`config.mk`:
```
export PLATFORM = sky130hd
export DESIGN_NAME = pointwise_mul_ctrl
export DESIGN_NICKNAME = d
export VERILOG_FILES = /design/src/rtl/poly_arith_pkg.sv /design/src/rtl/pointwise_mul_ctrl.sv
export SDC_FILE = /design/constraint.sdc
export NUM_CORES = 1
export LEC_CHECK = 0
export ABC_AREA = 0
export CORE_UTILIZATION = 37
export CTS_BUF_LIST = sky130_fd_sc_hd__clkbuf_8 sky130_fd_sc_hd__clkbuf_16
export DETAILED_ROUTE_END_ITERATION = 6
export PLACE_DENSITY = 0.73
export SKIP_CTS_REPAIR_TIMING = 1
export SYNTH_ARGS = -nofsm -noshare
export SYNTH_HDL_FRONTEND = slang
export SYNTH_SLANG_ARGS = --single-unit
```
`constraint.sdc`:
```
create_clock -name clk -period 3.55 [get_ports clk]
set_input_delay 0.5325 -clock clk [delete_from_list [all_inputs] [get_ports clk]]
set_output_delay 0.5325 -clock clk [all_outputs]
set_load 0.1 [all_outputs]
```
`src/rtl/poly_arith_pkg.sv`:
```
// Shared types and constants for the ML-KEM polynomial arithmetic blocks.
//   coeff_t : one 12-bit coefficient
//   Q       : ML-KEM modulus
//   N_COEFF : coefficients per polynomial
package poly_arith_pkg;

  typedef logic [11:0] coeff_t;

  localparam coeff_t Q       = 12'd3329;
  localparam int     N_COEFF = 256;

  // True when a coefficient is a canonical residue mod Q.
  function automatic logic in_range(input coeff_t c);
    return (c < Q);
  endfunction

endpackage

```
`src/rtl/pointwise_mul_ctrl.sv`:
```
// Pointwise multiply sequencer: streams a[i], b[i] from two synchronous
// operand memories into an external mod_mul pipeline and writes the returned
// products c[i] = a[i]*b[i] mod Q back to the result memory in order.
//
// Ports
//   clk, rst          : clock, asynchronous active-low reset
//   start_i           : job request, sampled only in IDLE
//   busy_o, done_o    : job in progress / one-cycle completion pulse
//   err_o             : sticky error (range, protocol, watchdog); cleared on start
//   rd_en_o, rd_addr_o: operand memory read port (data returns next cycle)
//   rd_a_i, rd_b_i    : operand read data
//   mul_op1_o/op2_o   : operands to mod_mul, zero when mul_valid_o is low
//   mul_valid_o       : operand valid to mod_mul
//   mul_result_i/valid_i : product and valid from mod_mul
//   wr_en_o, wr_addr_o, wr_data_o : result memory write port
//
// state  | meaning
// IDLE   | waiting for start_i
// ISSUE  | one read per cycle, addresses 0..N-1
// DRAIN  | all reads issued, waiting for the last products
// DONE   | one-cycle done pulse, then back to IDLE
module pointwise_mul_ctrl
  import poly_arith_pkg::*;
#(
  parameter int N       = N_COEFF,
  parameter int MUL_LAT = 3,
  parameter int ADDR_W  = $clog2(N)
) (
  input  logic              clk,
  input  logic              rst,
  input  logic              start_i,
  output logic              busy_o,
  output logic              done_o,
  output logic              err_o,
  output logic              rd_en_o,
  output logic [ADDR_W-1:0] rd_addr_o,
  input  coeff_t            rd_a_i,
  input  coeff_t            rd_b_i,
  output coeff_t            mul_op1_o,
  output coeff_t            mul_op2_o,
  output logic              mul_valid_o,
  input  coeff_t            mul_result_i,
  input  logic              mul_valid_i,
  output logic              wr_en_o,
  output logic [ADDR_W-1:0] wr_addr_o,
  output coeff_t            wr_data_o
);

  typedef enum logic [1:0] {
    S_IDLE,
    S_ISSUE,
    S_DRAIN,
    S_DONE
  } state_t;

  // Counters carry one extra bit so the terminal value N does not wrap.
  localparam int CNT_W  = ADDR_W + 1;
  localparam int WD_LIM = N + MUL_LAT + 4;
  localparam int WD_W   = $clog2(WD_LIM + 1);

  localparam logic [CNT_W-1:0] CNT_N    = CNT_W'(N);
  localparam logic [CNT_W-1:0] CNT_LAST = CNT_W'(N - 1);
  localparam logic [WD_W-1:0]  WD_LOAD  = WD_W'(WD_LIM);

  state_t            state, state_nxt;
  logic [CNT_W-1:0]  issue_cnt;
  logic [CNT_W-1:0]  wr_cnt;
  logic [WD_W-1:0]   wd_cnt;
  logic              err_q;
  logic              mul_valid_q;
  logic              wr_en_q;
  logic [ADDR_W-1:0] wr_addr_q;
  coeff_t            wr_data_q;

  logic active;
  logic start_ok;
  logic wd_expired;
  logic range_hit;
  logic wr_accept;
  logic proto_err;

  always_comb begin
    active     = (state == S_ISSUE) || (state == S_DRAIN);
    start_ok   = (state == S_IDLE) && start_i;
    // Watchdog down-counter reached terminal count while products are missing.
    wd_expired = active && (wd_cnt == '0) && (wr_cnt < CNT_N);
    range_hit  = mul_valid_q && !(in_range(rd_a_i) && in_range(rd_b_i));
    // A product is written only inside a job and only up to N of them;
    // anything else is stray (e.g. in flight across a reset) and is dropped.
    wr_accept  = mul_valid_i && active && (wr_cnt < CNT_N);
    proto_err  = mul_valid_i && !wr_accept;
  end

  always_ff @(posedge clk or negedge rst) begin
    if (!rst) begin
      state <= S_IDLE;
    end else begin
      state <= state_nxt;
    end
  end

  always_comb begin
    state_nxt = state;
    unique case (state)
      S_IDLE:  if (start_i) state_nxt = S_ISSUE;
      S_ISSUE: if (issue_cnt == CNT_LAST) state_nxt = S_DRAIN;
      S_DRAIN: if (wr_cnt == CNT_N) state_nxt = S_DONE;
      S_DONE:  state_nxt = S_IDLE;
      default: state_nxt = S_IDLE;
    endcase
    if (wd_expired) state_nxt = S_DONE;
  end

  always_comb begin
    busy_o      = active;
    done_o      = (state == S_DONE);
    rd_en_o     = (state == S_ISSUE);
    rd_addr_o   = rd_en_o ? issue_cnt[ADDR_W-1:0] : '0;
    mul_valid_o = mul_valid_q;
    mul_op1_o   = mul_valid_q ? rd_a_i : '0;
    mul_op2_o   = mul_valid_q ? rd_b_i : '0;
    // Out-of-range operands are flagged in the very cycle they reach mod_mul.
    err_o       = err_q | range_hit;
    wr_en_o     = wr_en_q;
    wr_addr_o   = wr_addr_q;
    wr_data_o   = wr_data_q;
  end

  always_ff @(posedge clk or negedge rst) begin
    if (!rst) begin
      issue_cnt   <= '0;
      wr_cnt      <= '0;
      wd_cnt      <= '0;
      err_q       <= 1'b0;
      mul_valid_q <= 1'b0;
      wr_en_q     <= 1'b0;
      wr_addr_q   <= '0;
      wr_data_q   <= '0;
    end else begin
      mul_valid_q <= rd_en_o;

      if (start_ok) begin
        issue_cnt <= '0;
      end else if (rd_en_o) begin
        issue_cnt <= issue_cnt + 1'b1;
      end

      if (start_ok) begin
        wr_cnt <= '0;
      end else if (wr_accept) begin
        wr_cnt <= wr_cnt + 1'b1;
      end

      if (start_ok) begin
        wd_cnt <= WD_LOAD;
      end else if (active && (wd_cnt != '0)) begin
        wd_cnt <= wd_cnt - 1'b1;
      end

      // A fresh error wins over the clear from a simultaneous start.
      if (range_hit || proto_err || wd_expired) begin
        err_q <= 1'b1;
      end else if (start_ok) begin
        err_q <= 1'b0;
      end

      wr_en_q   <= wr_accept;
      wr_addr_q <= wr_accept ? wr_cnt[ADDR_W-1:0] : '0;
      wr_data_q <= wr_accept ? mul_result_i : '0;
    end
  end

endmodule

```
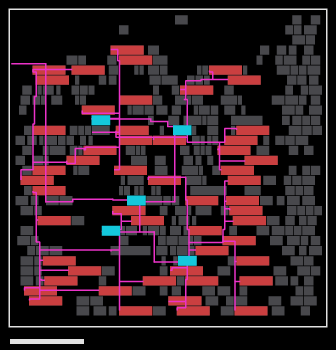
*Clock wires, drivers and flops*
The bar under the picture is 20 um long.
[flip-flops] red | count: 52
[clock wires] magenta | length: 632 um
[clock drivers] cyan | count: 5
routed clock nets: 6
flops lie: all over the die

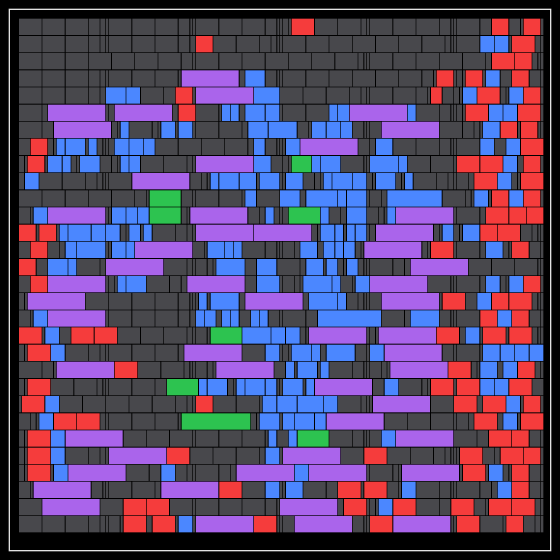
*Placed cells, one color a class*
Fill, decap, tap and diode cells in gray.
[combinational and other logic] blue | cells: 189 | share of their area: 35%
[flops] purple | cells: 52 | share of their area: 36%
[other buffers and delay cells] red | cells: 99 | share of their area: 25%
[clock drivers and dummy loads] green | cells: 8 | share of their area: 3.4%
Final Cell Area: 0.003686 sq mm
Finished Core Util: 54.25%

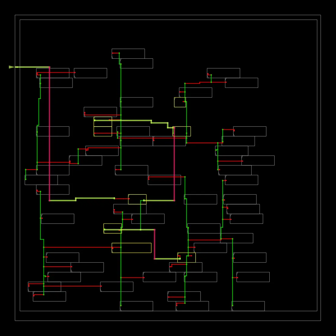
*Clock wiring as the flow saved it*
Flops: 52
final worst clock skew: 5.526 ps

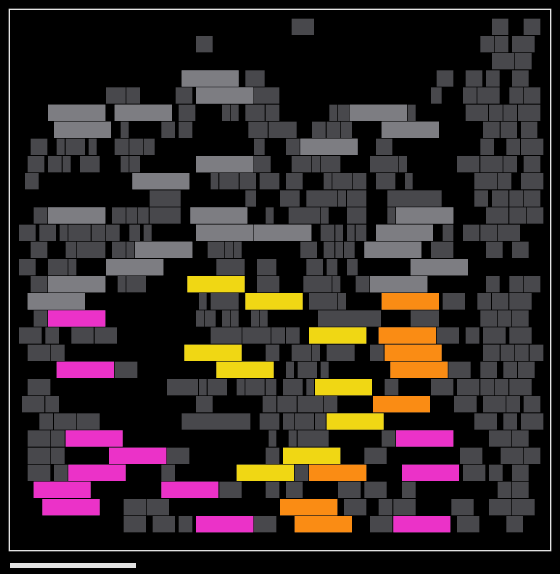
*Register map, names as in the netlist*
The bar under the picture is 20 um long.
[`wr_data_o`] magenta | flops: 12
[`wr_cnt`] yellow | flops: 9
[`wr_addr_o`] orange | flops: 8
not colored: 23
Storage cell area: 0.001301 sq mm
Seq area share: 35.30%

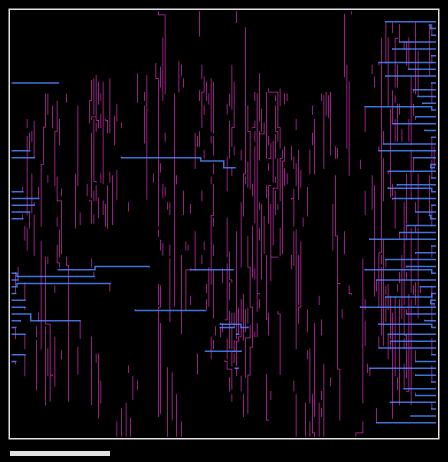
*Wiring by layer*
The bar under the picture is 20 um long. Two of the layers only.
[metal 2] magenta | wire length: 2730 um
[metal 3] blue | wire length: 562 um
via count: 2094
DRT Wirelength: 5.669 mm
routed length per instance: 12.77 um
All-Layer GR Usage: 16.57%

==> results.tsv <==
stage	metric	value	unit
layout	commonest non-fill, non-tap cell in the layout	clkdlybuf4s50_1	
final_timing	Fmax	385.2	MHz
yosys	yosys stat area	0.002589	sq mm
worst_setup_path	arrival time at the worst endpoint	2060	ps
worst_setup_path	crit path to	done_o	
route	wire length on met3	562	um
pwr	Pwr top	registers	
floorplanning	Cell Rows	30	
layout	signal buffers share of area	24.17	%
pwr	Switch Pwr	0.6669	mW
floorplanning	die width	85.65	um
route	met2 wire len	2.729	mm
pwr	sequential fraction of design power	41.7	%
final_timing	WHS	301.6	ps
cts	clk sinks	52	
layout	diode count	0	
final_timing	Tmin final	2596	ps
layout	clock network area share	3.293	%
worst_setup_path	flop2flop setup slack	1340	ps
cts	CTS H-tree depth	2	
cts	cts bufs inserted	5	
placement	Placed Area	0.003565	sq mm
placement	dpl cells	436	
cts	worst-case clock buffer depth	2	
pwr	switching portion of total power	38.75	%
pwr	internal power	1.054	mW
yosys	sequential area share after synthesis	50.27	%
cts	clk root buf	clkbuf_8	
cts	clock-pin slew on the worst setup and hold paths	90	ps
floorplanning	I/O Pins	98	
yosys	Flops after synth	52	
layout	Layout Cells excl Fill	444	
pwr	Seq power	0.718	mW
route	number of DRC markers in iteration 0	85	
layout	invs w/o clock	10	
floorplanning	die height	85.65	um
worst_hold_path	Min-Delay Path Class	in -> async	
cts	CTS tree	built	
floorplanning	total core area	0.006794	sq mm
worst_setup_path	CP startpoint	state[1]	
final_timing	Final Max Slew Viols	0	
floorplanning	initial core utilization	38.10	%
run_status	status	finished, final reports clean	
global_route	vias in the first global route	2044	
worst_setup_path	Crit path required time	3020	ps
[worst max-delay path: stages, from the launching register on]
cell and delay [ps]:
dfrtp_1 430, ha_1 190, clkdlybuf4s50_1 1140
[logic make-up after synthesis]
logic type                 after synthesis  synth area share (%)
muxes                                    1                0.3867
DFF                                     52                 50.27
adders and majority gates                9                 4.350
buffers and inverters                   19                 2.803
xor gates and xnor gates                17                 5.752
AOI/OAI and AO/OA                       29                 8.410
and+or+nand+nor                        123                 28.03
[layer usage]
layer | vias up | GRT usage (%)
met2 | 94 | 29.31
met3 | 8 | 5.679
li1 | 1032 | -
met4 | 0 | 5.909
met5 | - | 0
met1 | 960 | 18.55
[synth_stat cells (2+ instances only)]
cell type | instances | area share [%]
o21ai_0 | 3 | 0.58
nand3b_1 | 2 | 0.58
nand3_1 | 6 | 1.2
dfrtp_1 | 52 | 50
a31oi_1 | 2 | 0.48
and3_1 | 3 | 0.73
a21boi_0 | 2 | 0.58
xor2_1 | 14 | 4.7
nand2_1 | 11 | 1.6
nor4_1 | 4 | 0.97
nand4_1 | 4 | 0.97
clkbuf_1 | 8 | 1.2
a21oi_1 | 8 | 1.5
xnor2_1 | 3 | 1.0
ha_1 | 9 | 4.4
and2_1 | 51 | 12
nor3_1 | 2 | 0.39
or3_1 | 2 | 0.48
or4_4 | 2 | 0.87
nor2_1 | 23 | 3.3
o21ai_2 | 2 | 0.68
nor2b_1 | 2 | 0.48
and2b_1 | 2 | 0.58
o211ai_1 | 3 | 0.87
inv_1 | 10 | 1.5
[stage by stage]
stage | total power [mW] | worst slack [ps]
after floorplan | 1.135 | 123.4
after global placement | 1.298 | 1077
after detailed placement | 1.307 | 1052
after CTS | 1.738 | 921.1
after global routing | 1.801 | 887.9
final | 1.721 | 953.7
Power figures rest on the tool's default switching activity, not on a simulated workload.
